$ cat config.mk
export PLATFORM = sky130hd
export DESIGN_NAME = pipe_stage_reg
export DESIGN_NICKNAME = d
export VERILOG_FILES = /design/src/rtl/pipe_stage_reg.sv
export SDC_FILE = /design/constraint.sdc
export NUM_CORES = 1
export LEC_CHECK = 0
export ABC_AREA = 1
export CAP_MARGIN = 40
export CORE_MARGIN = 5
export CORE_UTILIZATION = 51
export DETAILED_ROUTE_END_ITERATION = 12
export GPL_ROUTABILITY_DRIVEN = 0
export PLACE_DENSITY = 0.8
export SLEW_MARGIN = 40
export SYNTH_ARGS = -nofsm -noshare
export SYNTH_HDL_FRONTEND = slang
export SYNTH_SLANG_ARGS = --single-unit
$ cat constraint.sdc
create_clock -name clk -period 2.4 [get_ports clk]
set_input_delay 0.48 -clock clk [delete_from_list [all_inputs] [get_ports clk]]
set_output_delay 0.48 -clock clk [all_outputs]
set_load 0.1 [all_outputs]
$ cat src/rtl/pipe_stage_reg.sv
// pipe_stage_reg
//   Inter-stage pipeline register for the ARM-subset core. Moves an opaque
//   control bundle and data bundle from one stage to the next under
//   valid/ready flow control. It supports a synchronous flush, bubble masking
//   of the control bits, and a saturating back-pressure counter for
//   performance debug.
//   With SKID=1 a second (skid) register sits behind the main register. This
//   lets in_ready come straight from a flop, so a stall does not ripple
//   combinationally up the pipe.
//
// Ports
//   clk        rising-edge clock
//   rst        asynchronous active-low reset
//   flush      synchronous kill of held entries and of this cycle's input
//   in_valid   upstream has an entry
//   in_ready   stage accepts an entry this cycle
//   in_ctrl    upstream control bundle (CTRL_W)
//   in_data    upstream data bundle (DATA_W)
//   out_valid  downstream entry present
//   out_ready  downstream consumes this cycle
//   out_ctrl   control bundle, zero whenever out_valid=0
//   out_data   data bundle (unmasked)
//   occupancy  entries held, 0..2 (0..1 when SKID=0)
//   stall_cnt  saturating count of cycles with out_valid=1 and out_ready=0
//
// SKID=1 occupancy FSM
//   state    | meaning
//   ST_EMPTY | nothing held, out_valid=0
//   ST_ONE   | main register holds the oldest entry, skid empty
//   ST_FULL  | main holds oldest, skid holds next; in_ready=0

module pipe_stage_reg #(
  parameter int CTRL_W     = 9,
  parameter int DATA_W     = 144,
  parameter int SKID       = 1,
  parameter int CLEAR_DATA = 1
) (
  input  logic              clk,
  input  logic              rst,
  input  logic              flush,
  input  logic              in_valid,
  output logic              in_ready,
  input  logic [CTRL_W-1:0] in_ctrl,
  input  logic [DATA_W-1:0] in_data,
  output logic              out_valid,
  input  logic              out_ready,
  output logic [CTRL_W-1:0] out_ctrl,
  output logic [DATA_W-1:0] out_data,
  output logic [1:0]        occupancy,
  output logic [15:0]       stall_cnt
);

  typedef enum logic [1:0] {
    ST_EMPTY = 2'd0,
    ST_ONE   = 2'd1,
    ST_FULL  = 2'd2
  } state_t;

  logic              push;
  logic              pop;
  logic              main_valid;
  logic [CTRL_W-1:0] main_ctrl;
  logic [DATA_W-1:0] main_data;

  assign push      = in_valid & in_ready;
  assign pop       = main_valid & out_ready;

  assign out_valid = main_valid;
  // A bubble must never present write or memory enables downstream.
  assign out_ctrl  = main_ctrl & {CTRL_W{main_valid}};
  assign out_data  = main_data;

  // Stall counter survives flush on purpose: it reflects every lost cycle.
  always_ff @(posedge clk or negedge rst) begin
    if (!rst) begin
      stall_cnt <= '0;
    end else if (main_valid && !out_ready && (stall_cnt != 16'hFFFF)) begin
      stall_cnt <= stall_cnt + 16'd1;
    end
  end

  generate
    if (SKID != 0) begin : g_skid
      state_t            state_q;
      state_t            state_nxt;
      logic              in_ready_q;
      logic [CTRL_W-1:0] skid_ctrl;
      logic [DATA_W-1:0] skid_data;

      // State register. in_ready is registered from the next state, so it
      // equals "skid register empty" without any combinational path.
      always_ff @(posedge clk or negedge rst) begin
        if (!rst) begin
          state_q    <= ST_EMPTY;
          in_ready_q <= 1'b1;
        end else begin
          state_q    <= state_nxt;
          in_ready_q <= (state_nxt != ST_FULL);
        end
      end

      // Next-state logic. Flush wins over push and pop.
      always_comb begin
        state_nxt = state_q;
        if (flush) begin
          state_nxt = ST_EMPTY;
        end else begin
          case (state_q)
            ST_EMPTY: if (push) state_nxt = ST_ONE;
            ST_ONE: begin
              if (push && !pop)      state_nxt = ST_FULL;
              else if (pop && !push) state_nxt = ST_EMPTY;
            end
            ST_FULL:  if (pop) state_nxt = ST_ONE;
            default:  state_nxt = ST_EMPTY;
          endcase
        end
      end

      // Output logic
      always_comb begin
        main_valid = (state_q != ST_EMPTY);
        in_ready   = in_ready_q;
        occupancy  = state_q;
      end

      // Datapath: main always holds the oldest entry. Skid data moves into
      // main when the oldest is consumed while full.
      always_ff @(posedge clk or negedge rst) begin
        if (!rst) begin
          main_ctrl <= '0;
          main_data <= '0;
          skid_ctrl <= '0;
          skid_data <= '0;
        end else if (flush) begin
          main_ctrl <= '0;
          skid_ctrl <= '0;
          if (CLEAR_DATA != 0) begin
            main_data <= '0;
            skid_data <= '0;
          end
        end else begin
          case (state_q)
            ST_EMPTY: begin
              if (push) begin
                main_ctrl <= in_ctrl;
                main_data <= in_data;
              end
            end
            ST_ONE: begin
              if (push && pop) begin
                main_ctrl <= in_ctrl;
                main_data <= in_data;
              end else if (push) begin
                skid_ctrl <= in_ctrl;
                skid_data <= in_data;
              end
            end
            ST_FULL: begin
              if (pop) begin
                main_ctrl <= skid_ctrl;
                main_data <= skid_data;
              end
            end
            default: ;
          endcase
        end
      end
    end else begin : g_noskid
      // Single register. Ready is combinational from downstream.
      always_comb begin
        in_ready  = out_ready | ~main_valid;
        occupancy = {1'b0, main_valid};
      end

      always_ff @(posedge clk or negedge rst) begin
        if (!rst) begin
          main_valid <= 1'b0;
        end else if (flush) begin
          main_valid <= 1'b0;
        end else if (push) begin
          main_valid <= 1'b1;
        end else if (pop) begin
          main_valid <= 1'b0;
        end
      end

      always_ff @(posedge clk or negedge rst) begin
        if (!rst) begin
          main_ctrl <= '0;
          main_data <= '0;
        end else if (flush) begin
          main_ctrl <= '0;
          if (CLEAR_DATA != 0) main_data <= '0;
        end else if (push) begin
          main_ctrl <= in_ctrl;
          main_data <= in_data;
        end
      end
    end
  endgenerate

endmodule

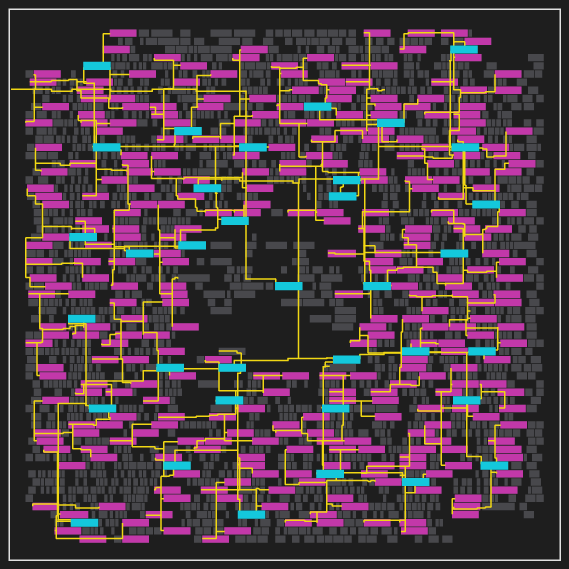
(run_1/clock_map.png)
Drawn at 3 px/µm.
[cells driving clock nets] cyan | count: 35
[flip-flops] magenta | count: 325
[clock wires] yellow | length: 3910 µm
routed clock nets: 36
flops lie: all over the die

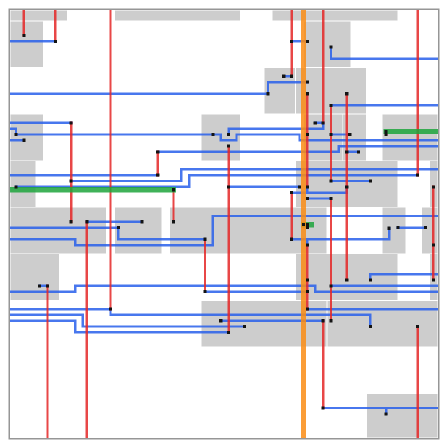
(run_1/zoom.png)
Window x 79 to 104, y 79 to 104 µm. Cells in grey, sequential cells in the stronger grey; small squares are vias.
[met2] red
[met4] orange
[met3] green
[met1] blue
most frequent: buf_4 (4), buf_12 (4)
cells with their middle in the window: 18
sequential cells in the window: 0

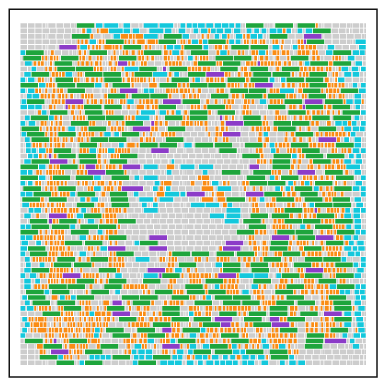
(run_1/cell_classes.png)
Drawn at 2 px/µm. Fill, decap, tap and diode cells in grey.
[clock drivers and dummy loads] purple | cells: 58 | share of their area: 5.8%
[flops] green | cells: 325 | share of their area: 42%
[other buffers and delay cells] cyan | cells: 375 | share of their area: 18%
[all other logic] orange | cells: 1433 | share of their area: 34%

-- run 1: synth_stat cells (all sizes together) --
cell / instances / area (µm²)
clkbuf: 94 / 353
nor2: 105 / 397
dfstp: 1 / 26.3
xnor2: 7 / 61.3
nand3b: 1 / 7.51
nand2: 442 / 1660
nor3: 1 / 10.0
nand3: 359 / 1800
dfrtp: 324 / 8110
ha: 1 / 12.5
o21ai: 145 / 729
nand4: 83 / 519
inv: 134 / 503
buf: 68 / 322
a21oi: 155 / 787
-- run 1: worst paths after layout --
| path | from | end |
|---|---|---|
| setup reg to reg | occupancy[0]$_DFF_PN0_ | out_data[19]$_DFFE_PN0P_ |
| min in group clk | g_skid.skid_data[131]$_DFFE_PN0P_ | g_skid.skid_data[131]$_DFFE_PN0P_ |
| max in group asynchronous | rst | stall_cnt[0]$_DFFE_PN0P_ |
| hold / removal | rst | g_skid.skid_data[85]$_DFFE_PN0P_ |
| hold reg to reg | g_skid.skid_data[131]$_DFFE_PN0P_ | g_skid.skid_data[131]$_DFFE_PN0P_ |
| setup / recovery | occupancy[1]$_DFF_PN0_ | out_valid |
-- run 1: flip-flops by register name, summed over array words and instances, names as in the netlist --
register,flops
out_data,144
stall_cnt,16
g_skid.skid_data,144
g_skid.skid_ctrl,9
occupancy,2
in_ready,1
main_ctrl,9
-- run 1: stage by stage --
step                      power [µW]  std cells
after floorplan                 8770       1920
after global placement         10000       2522
after detailed placement       10000       2522
after CTS                      15400       2581
after global routing           15800       2581
final                          15300       2582
-- run 1: what timing repair did --
item                                    in CTS  in global routing
endpoints found under the hold margin       35                  0
hold buffers                                 1                  0
resized                                      0                  1
endpoints found under the setup margin       0                  1
==> results_dict.tcl, run 1 <==
# flow metrics
set metrics [dict create \
    status "complete, no violations" \
    dpl-instance-area_mm2 0.0188 \
    worst-path-buf-inv 3 \
    power_dissipated_in_combinational_cells_uw 3910 \
    fin_tns_setup_ns 0 \
    buffers_excl_clock 375 \
    grt_pass1_wl_mm 74.8 \
    crit_cells 4 \
    drt-pass1-iter-count 6 \
    warnings_from_yosys 0 \
    cts_buffer_depth 3 \
    synthDistinctLibCells 23 \
    numPortBuffers 330 \
    final.signal_inverter_count 134 \
    route.detailed.vias_per_inst 5.71 \
    pg_seq_uw 6040 \
    tritoncts_num_sinks 325 \
    vias 14800 \
    final_core_utilization_pct 67.4 \
    power.combinational.fraction_pct 25.6 \
    timing.slew.headroom_pct 49.5 \
    clk_transition_reported_paths_ns 0.06 \
    final_critical_path_setup_slack_ns 0.144 \
    ys.flops 325 \
    hold-worst-slack_ns 0.475 \
    total_switching_power_uw 5330 \
    n_antenna_cell 1 \
    setup-violations-final 0 \
    cp_cell_sequence "nor2_2, buf_6, inv_1, buf_12" \
    worst-slew-pin-transition_ns 0.757 \
    grt_setup_unrepaired "false" \
]
==> run_1/density.png <==
Drawn at 1.5 px/µm. 18 x 18 tiles, from black (low) to pale yellow (high), 0 to 100% covered.
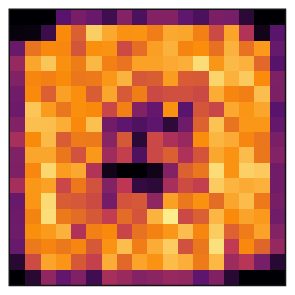

--- run 2 (diff from run 1) ---
--- a/config.mk
+++ b/config.mk
@@ -7,11 +7,13 @@
 export LEC_CHECK = 0
 export ABC_AREA = 1
 export CAP_MARGIN = 40
+export CELL_PAD_IN_SITES_DETAIL_PLACEMENT = 1
+export CELL_PAD_IN_SITES_GLOBAL_PLACEMENT = 1
 export CORE_MARGIN = 5
-export CORE_UTILIZATION = 51
+export CORE_UTILIZATION = 37
 export DETAILED_ROUTE_END_ITERATION = 12
 export GPL_ROUTABILITY_DRIVEN = 0
-export PLACE_DENSITY = 0.8
+export PLACE_DENSITY_LB_ADDON = 0.1
 export SLEW_MARGIN = 40
 export SYNTH_ARGS = -nofsm -noshare
 export SYNTH_HDL_FRONTEND = slang
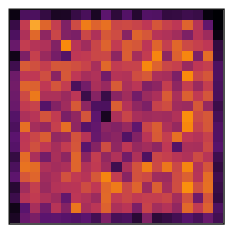
(run_2/density.png)
Drawn at 1 px/µm. 21 x 21 tiles, from black (low) to pale yellow (high), 0 to 100% covered.
mean over tiles: 44%
fullest tile: 81%
nearly empty tiles: 0.50%
tiles over 75% full: 0.70%

==> results_dict.tcl, run 2 <==
# flow metrics
set metrics [dict create \
    status "complete, no violations" \
    most_common_flop_cell_mapped_by_yosys "sky130_fd_sc_hd__dfrtp_1" \
    grt_setup_unrepaired "false" \
    dpl-instance-area_mm2 0.0192 \
    placed_cells 2678 \
    layout_top_cell_excl_fill_tap "sky130_fd_sc_hd__nand2_1" \
    nMultiInputCombCells 1299 \
    tritoncts_num_sinks 325 \
    dominant_cells "registers" \
    setup-violations-final 0 \
    yosys.cell_count.top_type "sky130_fd_sc_hd__nand2_1" \
    top_level_ports 331 \
    clk_transition_reported_paths_ns 0.06 \
    hold-worst-slack_ns 0.423 \
    grt_pass1_wl_mm 87.5 \
    cts_buffer_depth 3 \
    asr_flop_ratio_synth_pct 100 \
    cp_cell_sequence "nor2_2, buf_6, inv_1, buf_12" \
    top_area_share_pct 53.0 \
    final_critical_path_setup_slack_ns 0.115 \
    vias 14800 \
    buffers_excl_clock 389 \
    n_antenna_cell 6 \
    cell_taking_the_most_area_after_synthesis "sky130_fd_sc_hd__dfrtp_1" \
    number_of_antenna_violations_at_the_first_check_in_global_routing 7 \
    worst-slew-pin-transition_ns 0.613 \
    finalNonFillerCells 2753 \
    numPortBuffers 330 \
    synthDistinctLibCells 23 \
    ys_top_cells_by_count "441 x sky130_fd_sc_hd__nand2_1, 359 x sky130_fd_sc_hd__nand3_1, 324 x sky130_fd_sc_hd__dfrtp_1" \
    worst-path-buf-inv 3 \
    number_of_enable_flip_flop_cells 0 \
    final.signal_inverter_count 134 \
    power.combinational.fraction_pct 25.1 \
    report.power.total_uw 16000 \
]
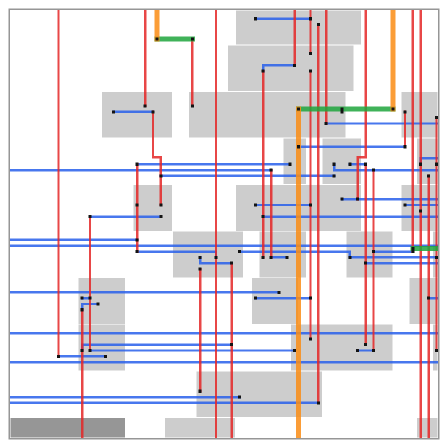
(run_2/zoom.png)
Window x 94 to 119, y 94 to 119 µm. Cells in grey, sequential cells in the stronger grey; small squares are vias.
[met3] green
[met1] blue
[met2] red
[met4] orange
cells with their middle in the window: 19
most frequent: buf_4 (6), buf_12 (3), nor2_2 (2)
sequential cells in the window: 0

==> run 2: cell types whose count changed in the layout (fill, tap and decap cells not counted), sizes merged <==
cell	previous run	this run
inv	133	134
buf	219	233
clkbuf	52	61
diode	1	6
clkinv	5	6
bufinv	2	1
==> run 2: logic make-up after synthesis <==
group	count (synthesis)	synth area share, %
AND/OR/NAND/NOR	991	28.7
buffers and inverters	296	7.70
XOR/XNOR	7	0.401
adder cells (fa/ha/maj)	1	0.0818
AND-OR/OR-AND	300	9.92
flip-flops	325	53.2
==> run 2: final timing paths <==
| path | start | endpoint | cells after the start |
|---|---|---|---|
| worst min-delay path | rst | out_data[38]$_DFFE_PN0P_ | 2 |
| worst max-delay path | occupancy[1]$_DFF_PN0_ | out_valid | 4 |
| worst min register to register | g_skid.skid_ctrl[0]$_DFFE_PN0P_ | g_skid.skid_ctrl[0]$_DFFE_PN0P_ | 2 |
| min in group clk | g_skid.skid_ctrl[0]$_DFFE_PN0P_ | g_skid.skid_ctrl[0]$_DFFE_PN0P_ | 2 |
| worst max register to register | in_ready$_DFF_PN1_ | g_skid.skid_data[12]$_DFFE_PN0P_ | 6 |
| max in group asynchronous | rst | out_data[51]$_DFFE_PN0P_ | 4 |
==> run 2: power groups by stage <==
stage,combinational (µW),clock (µW),sequential (µW)
6_report,4010,5960,6050
5_1_grt,4230,6360,6090
4_1_cts,4060,6130,6050
3_5_place_dp,4050,0,6140
3_3_place_gp,4010,0,6130
2_1_floorplan,936,0,7830
==> run 2: what timing repair did <==
item                                    CTS  global route
endpoints found under the hold margin    39             0
hold buffers                              1             0
endpoints found under the setup margin    0             1
resized                                   0             1
==> run 2: layer usage <==
metal	track usage (%)	wire length [µm]
met5	0	54
met4	5.90	1110
met3	5.36	3450
met2	39.2	26800
met1	32.4	24000
Power figures rest on the tool's default switching activity, not on a simulated workload.
